File: config.mk
export PLATFORM = sky130hd
export DESIGN_NAME = eusci_uart_rx
export DESIGN_NICKNAME = d
export VERILOG_FILES = /design/src/rtl/eusci_uart_pkg.sv /design/src/rtl/eusci_rx_bittimer.sv /design/src/rtl/eusci_uart_rx.sv
export SDC_FILE = /design/constraint.sdc
export NUM_CORES = 1
export LEC_CHECK = 0
export ABC_AREA = 0
export CAP_MARGIN = 20
export CORE_ASPECT_RATIO = 2
export CORE_UTILIZATION = 38
export CTS_BUF_LIST = sky130_fd_sc_hd__clkbuf_4 sky130_fd_sc_hd__clkbuf_8
export DETAILED_ROUTE_END_ITERATION = 6
export HOLD_SLACK_MARGIN = 0.03
export SLEW_MARGIN = 20
export SYNTH_ARGS = -nofsm -noshare
export SYNTH_HDL_FRONTEND = slang
export SYNTH_SLANG_ARGS = --single-unit
File: constraint.sdc
create_clock -name BRCLK -period 3.5 [get_ports BRCLK]
set_input_delay 1.05 -clock BRCLK [delete_from_list [all_inputs] [get_ports BRCLK]]
set_output_delay 1.05 -clock BRCLK [all_outputs]
set_load 0.01 [all_outputs]
File: src/rtl/eusci_uart_pkg.sv
// eUSCI_A UART receive engine - shared constants.
//
// Holds the receive FSM state encoding, the default divisor width and the
// minimum effective bit period. Optional build macro EUSCI_RX_MAJORITY_EN
// raises the minimum period so three votes fit before the centre sample.

package eusci_uart_pkg;

   localparam int BR_WIDTH_DEF   = 16;

   localparam int MIN_PERIOD     = 2;
   localparam int MIN_PERIOD_MAJ = 6;

`ifdef EUSCI_RX_MAJORITY_EN
   localparam int MIN_PERIOD_EFF = MIN_PERIOD_MAJ;
`else
   localparam int MIN_PERIOD_EFF = MIN_PERIOD;
`endif

   localparam logic [2:0] ST_IDLE   = 3'd0;
   localparam logic [2:0] ST_START  = 3'd1;
   localparam logic [2:0] ST_DATA   = 3'd2;
   localparam logic [2:0] ST_PARITY = 3'd3;
   localparam logic [2:0] ST_STOP1  = 3'd4;
   localparam logic [2:0] ST_STOP2  = 3'd5;

   function automatic logic majority3(input logic a, input logic b, input logic c);
      return (a & b) | (a & c) | (b & c);
   endfunction

endpackage

File: src/rtl/eusci_rx_bittimer.sv
// eUSCI_A UART receive bit timer.
//
// Down-counter that places a sample edge at the centre of every bit. On
// start the counter loads half the effective period and latches the period
// itself; afterwards each terminal count reloads period-1. UCBRx is only
// looked at on the start cycle, so divisor changes mid-frame have no effect.
//
// Ports:
//   BRCLK, RSTn   bit clock, asynchronous active-low reset
//   UCSWRST       synchronous clear
//   start         start-edge cycle: latch period, load half period
//   run           FSM is outside IDLE; counter runs
//   UCBRx         requested BRCLK cycles per bit
//   sample_edge   terminal count reached this cycle (bit centre)
//   vote_en[2:0]  (EUSCI_RX_MAJORITY_EN only) cnt==2, cnt==1, cnt==0

module eusci_rx_bittimer
   import eusci_uart_pkg::*;
#(
   parameter int BR_WIDTH = BR_WIDTH_DEF
) (
   input  logic                BRCLK,
   input  logic                RSTn,
   input  logic                UCSWRST,
   input  logic                start,
   input  logic                run,
   input  logic [BR_WIDTH-1:0] UCBRx,
   output logic                sample_edge
`ifdef EUSCI_RX_MAJORITY_EN
   ,
   output logic [2:0]          vote_en
`endif
);

   localparam logic [BR_WIDTH-1:0] MIN_P = BR_WIDTH'(MIN_PERIOD_EFF);
   localparam logic [BR_WIDTH-1:0] ONE   = BR_WIDTH'(1);

   logic [BR_WIDTH-1:0] period_in;
   logic [BR_WIDTH-1:0] period_q;
   logic [BR_WIDTH-1:0] cnt;
   logic                cnt_zero;

   assign period_in = (UCBRx < MIN_P) ? MIN_P : UCBRx;
   assign cnt_zero  = (cnt == '0);

   always_ff @(posedge BRCLK or negedge RSTn) begin
      if (!RSTn) begin
         cnt      <= '0;
         period_q <= '0;
      end else if (UCSWRST) begin
         cnt      <= '0;
         period_q <= '0;
      end else if (start) begin
         cnt      <= period_in >> 1;
         period_q <= period_in;
      end else if (run) begin
         cnt      <= cnt_zero ? (period_q - ONE) : (cnt - ONE);
      end else begin
         // parked at zero in IDLE so the next start loads from a known value
         cnt      <= '0;
      end
   end

   assign sample_edge = run & cnt_zero;

`ifdef EUSCI_RX_MAJORITY_EN
   assign vote_en = {run & (cnt == BR_WIDTH'(2)), run & (cnt == ONE), sample_edge};
`endif

endmodule

File: src/rtl/eusci_uart_rx.sv
// eUSCI_A UART receive engine (top).
//
// Synchronizes UCRXD, detects the start edge from IDLE, samples each bit at
// its centre via eusci_rx_bittimer and deserializes 7/8-bit frames with
// optional parity and one or two stop bits. The finished character and its
// status flags are loaded on the final stop sample edge.
//
// Optional build macro: EUSCI_RX_MAJORITY_EN - each bit value is the 2-of-3
// vote of rxd_s at cnt = 2, 1, 0 and the minimum bit period becomes 6.
//
// Ports:
//   BRCLK, RSTn       bit clock, asynchronous active-low reset
//   UCSWRST           synchronous soft reset (holds everything at reset)
//   UCBRx             BRCLK cycles per bit (clamped to the minimum period)
//   UCPEN, UCPAR      parity enable, parity select (0 odd, 1 even)
//   UCMSB, UC7BIT     MSB-first order, 7-bit characters
//   UCSPB             two stop bits
//   UCRXD             asynchronous serial input, idle high
//   RXBUF_RD          one-cycle pulse: CPU read UCRXBUF
//   UCRXBUF           received character (bit 7 zero in 7-bit mode)
//   UCRXIFG           character available
//   UCFE, UCPE, UCOE  framing, parity, overrun error
//   UCRXERR           OR of the three error flags
//   UCBUSY            FSM outside IDLE
//
// state  | meaning
// IDLE   | waiting for a falling edge on rxd_s
// START  | timing to the start-bit centre, rejects false starts
// DATA   | capturing N data bits
// PARITY | checking the parity bit
// STOP1  | first stop bit; loads the buffer unless two stop bits
// STOP2  | second stop bit; loads the buffer

module eusci_uart_rx
   import eusci_uart_pkg::*;
#(
   parameter int BR_WIDTH    = BR_WIDTH_DEF,
   parameter int SYNC_STAGES = 2              // must be at least 2
) (
   input  logic                BRCLK,
   input  logic                RSTn,
   input  logic                UCSWRST,
   input  logic [BR_WIDTH-1:0] UCBRx,
   input  logic                UCPEN,
   input  logic                UCPAR,
   input  logic                UCMSB,
   input  logic                UC7BIT,
   input  logic                UCSPB,
   input  logic                UCRXD,
   input  logic                RXBUF_RD,
   output logic [7:0]          UCRXBUF,
   output logic                UCRXIFG,
   output logic                UCFE,
   output logic                UCPE,
   output logic                UCOE,
   output logic                UCRXERR,
   output logic                UCBUSY
);

   logic [SYNC_STAGES-1:0] sync_q;
   logic                   rxd_s;
   logic                   rxd_prev;
   logic                   fall;

   logic [2:0] state;
   logic [2:0] state_nxt;

   logic       tmr_start;
   logic       load;
   logic       sample_edge;
   logic       samp;

   logic [7:0] data;
   logic [2:0] bitcnt;
   logic [2:0] last_idx;
   logic [2:0] bit_idx;
   logic       last_bit;
   logic       fe_pend;
   logic       pe_pend;
   logic       fe_final;
   logic       par_odd;

   // ---------------------------------------------------------------- sync
   always_ff @(posedge BRCLK or negedge RSTn) begin
      if (!RSTn) begin
         sync_q   <= '1;
         rxd_prev <= 1'b1;
      end else if (UCSWRST) begin
         sync_q   <= '1;
         rxd_prev <= 1'b1;
      end else begin
         sync_q   <= {sync_q[SYNC_STAGES-2:0], UCRXD};
         rxd_prev <= rxd_s;
      end
   end

   assign rxd_s = sync_q[SYNC_STAGES-1];
   assign fall  = rxd_prev & ~rxd_s;

   // ---------------------------------------------------------- bit timer
`ifdef EUSCI_RX_MAJORITY_EN
   logic [2:0] vote_en;
   logic       vote2;
   logic       vote1;
`endif

   eusci_rx_bittimer #(
      .BR_WIDTH (BR_WIDTH)
   ) u_bittimer (
      .BRCLK       (BRCLK),
      .RSTn        (RSTn),
      .UCSWRST     (UCSWRST),
      .start       (tmr_start),
      .run         (UCBUSY),
      .UCBRx       (UCBRx),
      .sample_edge (sample_edge)
`ifdef EUSCI_RX_MAJORITY_EN
      ,
      .vote_en     (vote_en)
`endif
   );

`ifdef EUSCI_RX_MAJORITY_EN
   always_ff @(posedge BRCLK or negedge RSTn) begin
      if (!RSTn) begin
         vote2 <= 1'b1;
         vote1 <= 1'b1;
      end else if (UCSWRST) begin
         vote2 <= 1'b1;
         vote1 <= 1'b1;
      end else begin
         if (vote_en[2]) vote2 <= rxd_s;
         if (vote_en[1]) vote1 <= rxd_s;
      end
   end

   // third vote is rxd_s itself on the sample edge (cnt==0)
   assign samp = majority3(vote2, vote1, rxd_s);
`else
   assign samp = rxd_s;
`endif

   // ---------------------------------------------------------------- FSM
   assign last_idx = UC7BIT ? 3'd6 : 3'd7;
   assign last_bit = (bitcnt == last_idx);

   always_ff @(posedge BRCLK or negedge RSTn) begin
      if (!RSTn) begin
         state <= ST_IDLE;
      end else if (UCSWRST) begin
         state <= ST_IDLE;
      end else begin
         state <= state_nxt;
      end
   end

   always_comb begin
      state_nxt = state;
      case (state)
         ST_IDLE: begin
            if (fall) state_nxt = ST_START;
         end
         ST_START: begin
            if (sample_edge) state_nxt = samp ? ST_IDLE : ST_DATA;
         end
         ST_DATA: begin
            if (sample_edge && last_bit) state_nxt = UCPEN ? ST_PARITY : ST_STOP1;
         end
         ST_PARITY: begin
            if (sample_edge) state_nxt = ST_STOP1;
         end
         ST_STOP1: begin
            if (sample_edge) state_nxt = UCSPB ? ST_STOP2 : ST_IDLE;
         end
         ST_STOP2: begin
            if (sample_edge) state_nxt = ST_IDLE;
         end
         default: state_nxt = ST_IDLE;
      endcase
   end

   always_comb begin
      UCBUSY    = (state != ST_IDLE);
      tmr_start = (state == ST_IDLE) & fall;
      load      = sample_edge &
                  (((state == ST_STOP1) & ~UCSPB) | (state == ST_STOP2));
   end

   // ----------------------------------------------------------- datapath
   assign bit_idx  = UCMSB ? (last_idx - bitcnt) : bitcnt;
   assign par_odd  = ^{data, samp};
   // the final stop sample must be folded in here because the load uses it
   // on the same edge
   assign fe_final = ~samp | ((state == ST_STOP2) & fe_pend);

   always_ff @(posedge BRCLK or negedge RSTn) begin
      if (!RSTn) begin
         data    <= '0;
         bitcnt  <= '0;
         fe_pend <= 1'b0;
         pe_pend <= 1'b0;
         UCRXBUF <= '0;
         UCRXIFG <= 1'b0;
         UCFE    <= 1'b0;
         UCPE    <= 1'b0;
         UCOE    <= 1'b0;
      end else if (UCSWRST) begin
         data    <= '0;
         bitcnt  <= '0;
         fe_pend <= 1'b0;
         pe_pend <= 1'b0;
         UCRXBUF <= '0;
         UCRXIFG <= 1'b0;
         UCFE    <= 1'b0;
         UCPE    <= 1'b0;
         UCOE    <= 1'b0;
      end else begin
         if (tmr_start) begin
            data    <= '0;
            bitcnt  <= '0;
            fe_pend <= 1'b0;
            pe_pend <= 1'b0;
         end

         if (sample_edge) begin
            case (state)
               ST_DATA: begin
                  data[bit_idx] <= samp;
                  bitcnt        <= bitcnt + 3'd1;
               end
               ST_PARITY: pe_pend <= UCPAR ? par_odd : ~par_odd;
               ST_STOP1,
               ST_STOP2:  fe_pend <= fe_final;
               default: ;
            endcase
         end

         // a load beats a simultaneous read; the read then only suppresses OE
         if (load) begin
            UCRXBUF <= data;
            UCRXIFG <= 1'b1;
            UCFE    <= fe_final;
            UCPE    <= pe_pend;
            UCOE    <= UCRXIFG & ~RXBUF_RD;
         end else if (RXBUF_RD) begin
            UCRXIFG <= 1'b0;
            UCFE    <= 1'b0;
            UCPE    <= 1'b0;
            UCOE    <= 1'b0;
         end
      end
   end

   assign UCRXERR = UCFE | UCPE | UCOE;

endmodule

Run 1, cell outlines without signal wires:
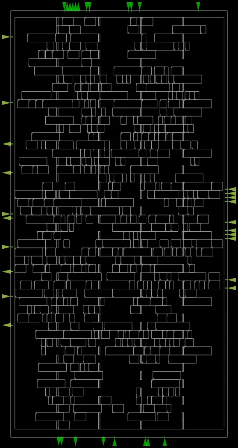
Core Region: 0.00938 mm^2
Flop Count: 63
Filler Cell Count: 903

Run 1, signal wires on met2:
Scale bar: 20 um.
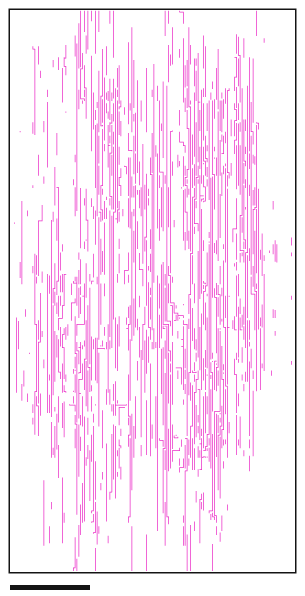
The layer carries 6,130 um of wire. The wires run mostly vertical. 409 nets have wire on it. The longest straight run is 63.9 um.

Run 1, nets reached from selected ports:
Scale bar: 20 um.
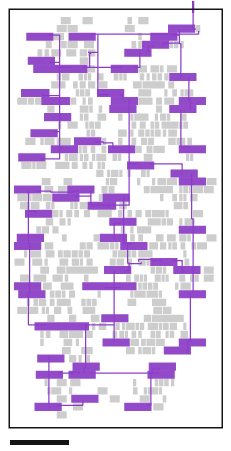
RSTn: drawn in purple, bits 1, direction input, edge north, end cells 63, buffers 3, wire 640 um.

Run 1, metal layers overlaid:
Two of the layers only.
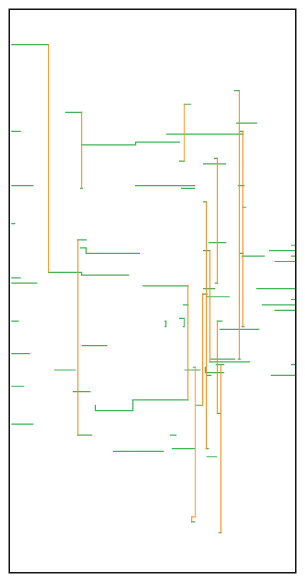
M4: drawn in orange, wire length 538 um. M3: drawn in green, wire length 356 um.

-- run 1: per-layer routing --
| layer | vias to the layer above | global-route usage [%] |
|---|---|---|
| met3 | 34 | 3.93 |
| met4 | 0 | 14.1 |
| li1 | 1601 | - |
| met5 | - | 0 |
| met1 | 1662 | 24.0 |
| met2 | 103 | 43.0 |
-- run 1: worst max-delay path, delay by kind of cell (launching register included) --
family	cells	cell delay (ns)
and+or+nand+nor	1	0.61
DFF	1	0.50
buffers and inverters	2	0.69
-- run 1: cell usage in the layout, fill, tap and decap left out, types with 3 or more instances in the layout --
cell              n
a21oi_1          51
mux2i_1          12
buf_4            10
o211ai_1          8
o21ai_0          17
nor4_1            9
nand2_1          62
ha_1              4
nand3_1           5
a211oi_1          3
xnor2_1          16
nor2b_1           3
clkdlybuf4s50_1  37
nand4_1          10
or3_1             5
dfrtp_1          60
xor2_1            3
and4_1            3
clkbuf_8         11
or2_2             5
inv_1             7
dfstp_2           3
o32ai_1           3
nor2_1           42
nor3_1           12
a31oi_1           9
nand2b_1          4
-- run 1: synth_stat cells (all sizes together) (3+ instances only) --
library cell and number:
o21ai 18, a21oi 51, nor3 13, nor4 11, mux2i 12, nand2 63
dfstp 3, a31oi 9, inv 7, or3 5, nand3 5, buf 7
and4 3, clkbuf 13, dfrtp 60, a211oi 4, ha 4, nor2b 3
or2 5, nand2b 4, nor2 44, xor2 3, o32ai 3, nand4 11
o211ai 9, xnor2 16
-- run 1: per-stage QoR --
| stage | hold WS [ns] | cell area (um^2) | cells | worst slack [ns] |
|---|---|---|---|---|
| after CTS | 0.534 | 4400 | 566 | 0.282 |
| final | 0.529 | 4400 | 566 | 0.294 |
| after floorplan | 0.486 | 3670 | 417 | 0.861 |
| after detailed placement | 0.521 | 4160 | 550 | 0.271 |
| after global routing | 0.559 | 4400 | 566 | 0.200 |
| after global placement | 0.513 | 4160 | 550 | 0.321 |
-- run 1: how the worst min path moves through the flow --
stage	startpoint	endpoint	slack [ns]	cells past startpoint
6_report	u_bittimer.period_q[15]	u_bittimer.period_q[15]	0.53	2
5_1_grt	UCRXBUF[6]	UCRXBUF[6]	0.56	2
4_1_cts	u_bittimer.period_q[15]	u_bittimer.period_q[15]	0.53	2
3_5_place_dp	UCRXBUF[0]	UCRXBUF[0]	0.52	2
3_3_place_gp	UCRXBUF[7]	UCRXBUF[7]	0.51	2
2_1_floorplan	pe_pend	UCPE	0.49	2
-- run 1: state kept, by name (all words and copies together) (netlist names) --
name	cells
UCRXBUF	8
data	8
UCPE	1
rxd_prev	1
fe_pend	1
UCRXIFG	1
state	3
u_bittimer.period_q	16
UCFE	1
u_bittimer.cnt	16
pe_pend	1
UCOE	1
sync_q	2
bitcnt	3
-- run 1: power groups by stage --
stage	combinational [mW]	sequential [mW]	clock, mW
2_1_floorplan	1.49	0.907	0
3_3_place_gp	2.00	0.958	0
3_5_place_dp	2.01	0.960	0
4_1_cts	2.02	0.947	0.760
5_1_grt	2.19	0.967	0.796
6_report	2.04	0.953	0.741
==> results_slide.txt, run 1 <==
Implementation Results

CTS
  • Worst-path clk slew: around 0.07 ns
  • CTS sink cnt: 63

Synthesis
  • Async set-reset flop share out of synthesis: 100%
  • Number of enable flip-flop cells: 0
  • Mapped Area: ~0.0037 mm^2
  • Syn Area/Cell: 8.79 um^2
  • Ys cells: about 420
  • Top cells by area, synth: dfrtp_1 (41%), a21oi_1 (7.0%), nand2_1 (6.3%)
  • Synthesized Nets: roughly 450
  • Synth Warn #: 0
  • Simple-gate share of the synthesized area: between 20% and 30%
  • Syn Inst Count: between 400 and 500
  • Post-synth seq share: a little over two fifths

Layout
  • N_diodes: 0
  • Multi-In Gates: approximately 330
  • Nets: 487
  • Final core area utilization: 46.8%
  • Multi-input logic area: a little under 0.002 mm^2
  • FF/Latch Area: 0.00158 mm^2

Job
  • Total of max-cap violations: 0

Detailed routing
  • Total Routed Length: roughly 11,000 um
  • Met2 WL: 6130 um
  • Router iterations before antenna repair: 5

Setup path
  • Critical path class: reg -> out
  • CP max stage delay: roughly 0.6 ns

Power
  • Worst VDD drop: just under 0.0004 V
  • Sequential share of power: between 20% and 30%
  • Leakage Power: roughly 1.8 nW
  • Clock share of power: between 10% and 20%
  • Combinational Power Share: 54.6%

Floorplan
  • Init Core Util: between 30% and 40%

Final timing
  • Clock skew: 0.00855 ns
  • Setup_tns: 0 ns
  • Max-slew violations: 0

Status
  • Status: complete, no violations

GRT
  • Largest net degree at the start of global routing: 34
Run 1, register map, names as in the netlist:
Other sequential cells in the stronger grey, the rest of the logic in the fainter grey.
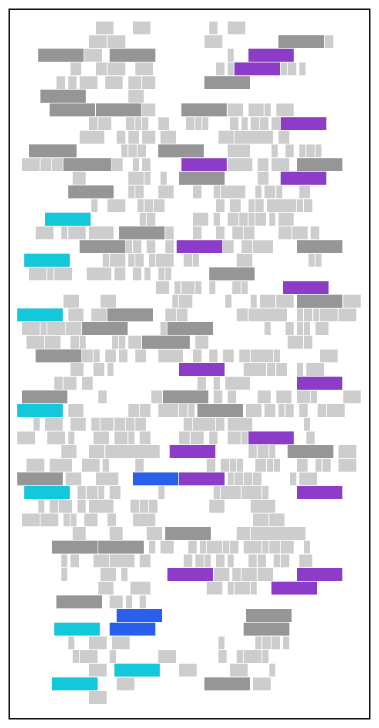

==> run 1 -> run 2 <==
ABC_AREA = 1   (was 0)
ABC_CLOCK_PERIOD_IN_PS = 3500   (was not set)
Run 2, register map, names as in the netlist:
Other sequential cells in the stronger grey, the rest of the logic in the fainter grey.
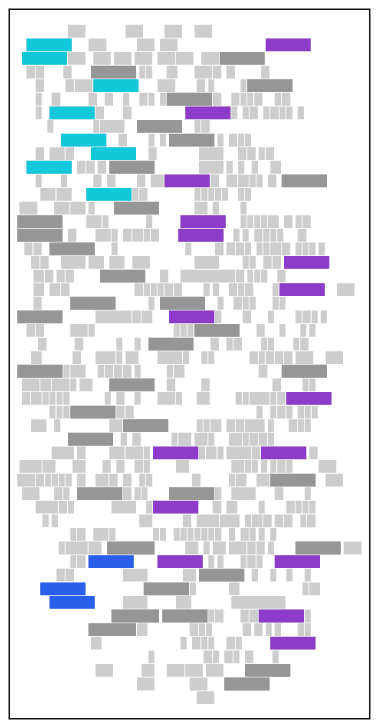
u_bittimer.cnt: drawn in purple, placed flops 16. UCRXBUF: drawn in cyan, placed flops 8, where north-west. bitcnt: drawn in blue, placed flops 3.
Another 36 sequential cells are not coloured.
seq pwr: 0.885 mW
final core area utilization: 47.4%
Seq area share: 35.5%
FF/Latch Area: 0.00158 mm^2

==> run 2 against run 1 <==
Net effect:
- largest power group unchanged
- critical endpoint unchanged
- combinational power rose by 9%
- clock power is 1% lower
- non-clock buffer count is 1 higher
==> results_slide.txt, run 2 <==
Implementation Results

Status
  • Status: complete, no violations

Synthesis
  • Synthesized Nets: 537
  • Top cells by count, synth: nand2_1 (96), inv_1 (64), dfrtp_1 (60)
  • Post-synth seq share: 42.7%
  • Syn Area/Cell: 7.30 um^2
  • Syn Inst Count: about 510
  • Ys cells: between 500 and 600
  • Number of enable flip-flop cells: 0

CTS
  • CTS sink cnt: about 63

Place
  • Placed insts: between 600 and 700

Layout
  • Top cell excl fill/tap: nand2_1
  • Final Non-Filler Cells: about 660
  • Post-layout instance area: 0.00445 mm^2
  • Filler Cell Count: 944
  • Multi-input logic area: around 0.0018 mm^2

Job
  • Total of max-cap violations: 0

Power
  • Leakage Power: between 2 and 2.5 nW

Detailed routing
  • Router iterations before antenna repair: 5

Setup path
  • Critical path class: reg -> out

Final timing
  • Setup_tns: 0 ns
  • Clock skew: between 0.007 and 0.008 ns
  • Hold WS: around 0.5 ns

Min path
  • Worst hold endpoint: u_bittimer.period_q[14]

GRT
  • Largest net degree at the start of global routing: 36
Run 2, metal layers overlaid:
Two of the layers only.
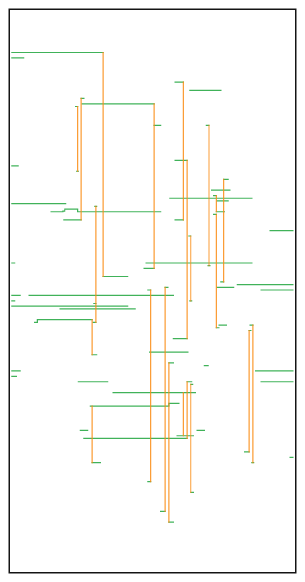
M4: drawn in orange, wire length 649 um. M3: drawn in green, wire length 452 um.

## run 2: logic make-up (layout without fill, tap and decap cells)
kind of cell / count (synthesis) / in the layout / share of synthesized area (%)
AOI/OAI and AO/OA: 93 / 93 / 13.7
xor gates and xnor gates: 9 / 9 / 2.13
adders and majority gates: 4 / 4 / 1.35
buffers and inverters: 86 / 133 / 9.39
DFF: 63 / 63 / 42.7
and+or+nand+nor: 252 / 252 / 30.7
## run 2: worst max path at each step
stage,slack [ns],from,endpoint,cells past startpoint
2_1_floorplan,0.97,UC7BIT,data[2],7
3_3_place_gp,0.57,UC7BIT,data[5],11
3_5_place_dp,0.52,UC7BIT,data[4],11
4_1_cts,0.53,state[2],UCBUSY,3
5_1_grt,0.45,state[0],UCBUSY,3
6_report,0.53,state[2],UCBUSY,3
## run 2: metal layers
layer  track usage, %  vias up  wire length [um]
met1             21.6     1646              3680
met2             42.3       97              5890
met3             4.62       47               452
li1                 -     1743                 -
met4             16.6        0               649
met5                0        -                 0
## run 2: stage by stage
stage	setup WS [ns]	total power [mW]
6_report	0.533	3.85
5_1_grt	0.451	4.16
4_1_cts	0.528	3.86
3_5_place_dp	0.516	3.11
3_3_place_gp	0.571	3.11
2_1_floorplan	0.968	2.54
## run 2: layout make-up
cell class	instances	area share [%]
sequential	63	35.5
clock buffer	11	3.40
timing repair buffer	50	10.8
clock inverter	5	1.80
inverter	67	5.65
tap	104	2.92
multi-input combinational	358	39.9
## run 2: critical path, cell delays in order (launching register included)
cell	delay, ns
dfrtp_1	0.42
inv_1	0.07
nand2_1	0.43
clkdlybuf4s50_1	0.65
## run 2: power groups by stage
stage	combinational (mW)	clock (mW)	sequential [mW]
2_1_floorplan	1.67	0	0.876
3_3_place_gp	2.21	0	0.897
3_5_place_dp	2.21	0	0.899
4_1_cts	2.22	0.751	0.885
5_1_grt	2.49	0.780	0.893
6_report	2.23	0.732	0.885
Run 2, cell outlines without signal wires:
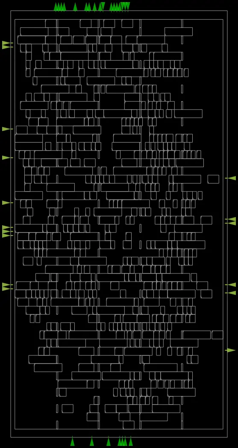

==> run 2 -> run 3 <==
ABC_CLOCK_PERIOD_IN_PS = 2730   (was 3500)
clock period = 2.73 ns   (was 3.5 ns; I/O delays follow)
Run 3, cell outlines without signal wires:
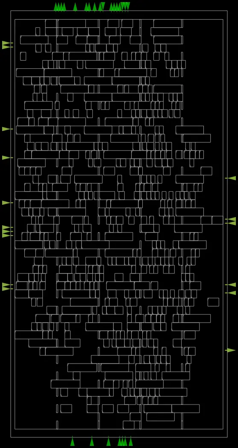
tap cells: 104
final core area utilization: 47.1%
floorplan row count: 50
Seq area share: 35.8%
Final Non-Filler Cells: 662

==> run 3 against run 2 <==
Net effect:
- clock skew up 0.0024 ns
- wire length down 0.53%
- combinational power up 29%
- flip-flop count unchanged
==> results_slide.txt, run 3 <==
Implementation Results

Final timing
  • Setup_tns: 0 ns
  • Hold WS: between 0.4 and 0.5 ns
  • Peak Freq: slightly above 400 MHz
  • Max-slew violations: 0
  • Clock skew: 0.00971 ns
  • Period utilization: 90.1%

CTS
  • Worst-path clk slew: about 0.08 ns
  • CTS sink cnt: approximately 63

Synthesis
  • Synthesized Nets: approximately 540
  • Async set-reset flop share out of synthesis: 100%
  • Top cells by count, synth: nand2_1 (96), inv_1 (64), dfrtp_1 (60)
  • Top-count cell post-synth: nand2_1
  • Syn Inst Count: around 510
  • Number of enable flip-flop cells: 0
  • Synth Warn #: 0
  • Ys cells: 507
  • Syn Area/Cell: roughly 7.3 um^2
  • Top cells by area, synth: dfrtp_1 (41%), nand2_1 (9.7%), nand3_1 (7.3%)

Power
  • Leakage Power: approximately 2.1 nW
  • Overall Power: between 4 and 5 mW

Setup path
  • Reg2reg setup slack: roughly 0.27 ns
  • CP max stage delay: around 0.41 ns
  • Critical path's most frequent cell: nand2_1
  • Crit path max-delay cell type: dfrtp_1
  • Critical path class: reg -> reg
  • Critical path cell sequence: nor2_1 -> nand2_1 -> nor2_2 -> nand2_1 -> buf_4 -> inv_1 -> nand2_1 -> nor2_1 -> nand2_1 -> o21ai_0 -> a21oi_1
  • CP Launch Point: u_bittimer.cnt[10]

GRT
  • Initial antenna violation count: 0
  • Largest net degree at the start of global routing: 38

Layout
  • Biggest regs: u_bittimer.cnt: 16 flops, u_bittimer.period_q: 16 flops
  • Most numerous logic cells after layout: nand2_1 (96), inv_1 (64), dfrtp_1 (60)
  • Filler Cell Count: approximately 980
  • Top cell excl fill/tap: nand2_1
  • Multi-input logic area: approximately 0.0018 mm^2
  • N_diodes: 0
  • Nets: a little under 600

Status
  • Status: complete, no violations

Floorplan
  • Core Region: roughly 0.0094 mm^2
  • Init Core Util: between 30% and 40%

Detailed routing
  • Total Routed Length: 10,600 um
  • Router iterations before antenna repair: 4

Job
  • Total of max-cap violations: 0
Run 3, nets reached from selected ports:
Scale bar: 20 um.
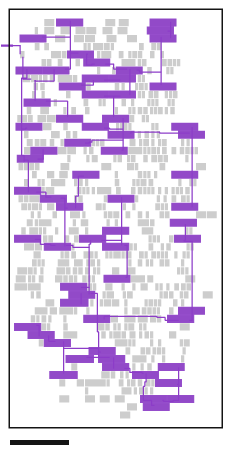
RSTn: drawn in purple, bits 1, direction input, edge west, end cells 63, buffers 3, wire 584 um.

run 3: cell types whose count changed in the layout (fill, tap and decap cells not counted), moves of 2 or more:
cell / change
buf_4: +4
clkinv_2: +3
bufinv_16: -2
clkbuf_8: -2
clkinv_4: +2
clkinvlp_4: -2
run 3: how the worst max path moves through the flow:
| stage | endpoint | slack, ns |
|---|---|---|
| finish | data[0] | 0.27 |
| CTS | UCBUSY | 0.26 |
| global route | data[0] | 0.009 |
| floorplan | data[2] | 0.43 |
| global placement | data[5] | 0.09 |
| detailed placement | data[1] | 0.04 |
run 3: kinds of logic after synthesis:
| kind of cell | synth area share (%) |
|---|---|
| adders and majority gates | 1.35 |
| and+or+nand+nor | 30.7 |
| DFF | 42.7 |
| AOI/OAI and AO/OA | 13.7 |
| buffers and inverters | 9.39 |
| xor gates and xnor gates | 2.13 |
run 3: through the flow:
step	utilization, %	worst slack (ns)	area (um^2)
after global placement	45.3	0.0918	4250
after CTS	47.1	0.260	4420
after global routing	47.1	0.00865	4420
final	47.1	0.270	4420
after floorplan	-	0.429	3700
after detailed placement	45.3	0.0365	4250
run 3: final cells by class:
cell class | count | share of cell area (%)
flip-flops and latches | 63 | 35.8
multi-input cells | 358 | 40.2
inverters | 67 | 5.69
clock buffers | 10 | 2.97
repair buffers | 54 | 11.6
well taps | 104 | 2.95
clock inverters | 6 | 0.850
run 3: critical path: cells and delay by family (launching register included):
| family | cells | cell delay [ns] |
|---|---|---|
| and+or+nand+nor | 7 | 1.39 |
| DFF | 1 | 0.41 |
| buffers and inverters | 2 | 0.35 |
| AOI/OAI and AO/OA | 2 | 0.19 |
run 3: power breakdown:
| part | leakage, nW | internal (mW) | switching [mW] |
|---|---|---|---|
| Combinational | 1.13 | 0.875 | 1.99 |
| Sequential | 0.854 | 1.06 | 0.0791 |
| Clock | 0.0932 | 0.336 | 0.383 |
run 3: metal layers:
layer	up-vias	GRT usage, %	part of all wire [%]
met1	1691	21.2	34
met2	73	44.4	58
met3	27	4.12	3.2
li1	1753	-	-
met5	-	0	0
met4	0	12.0	4.1
Power is estimated from default activity; no workload was simulated.
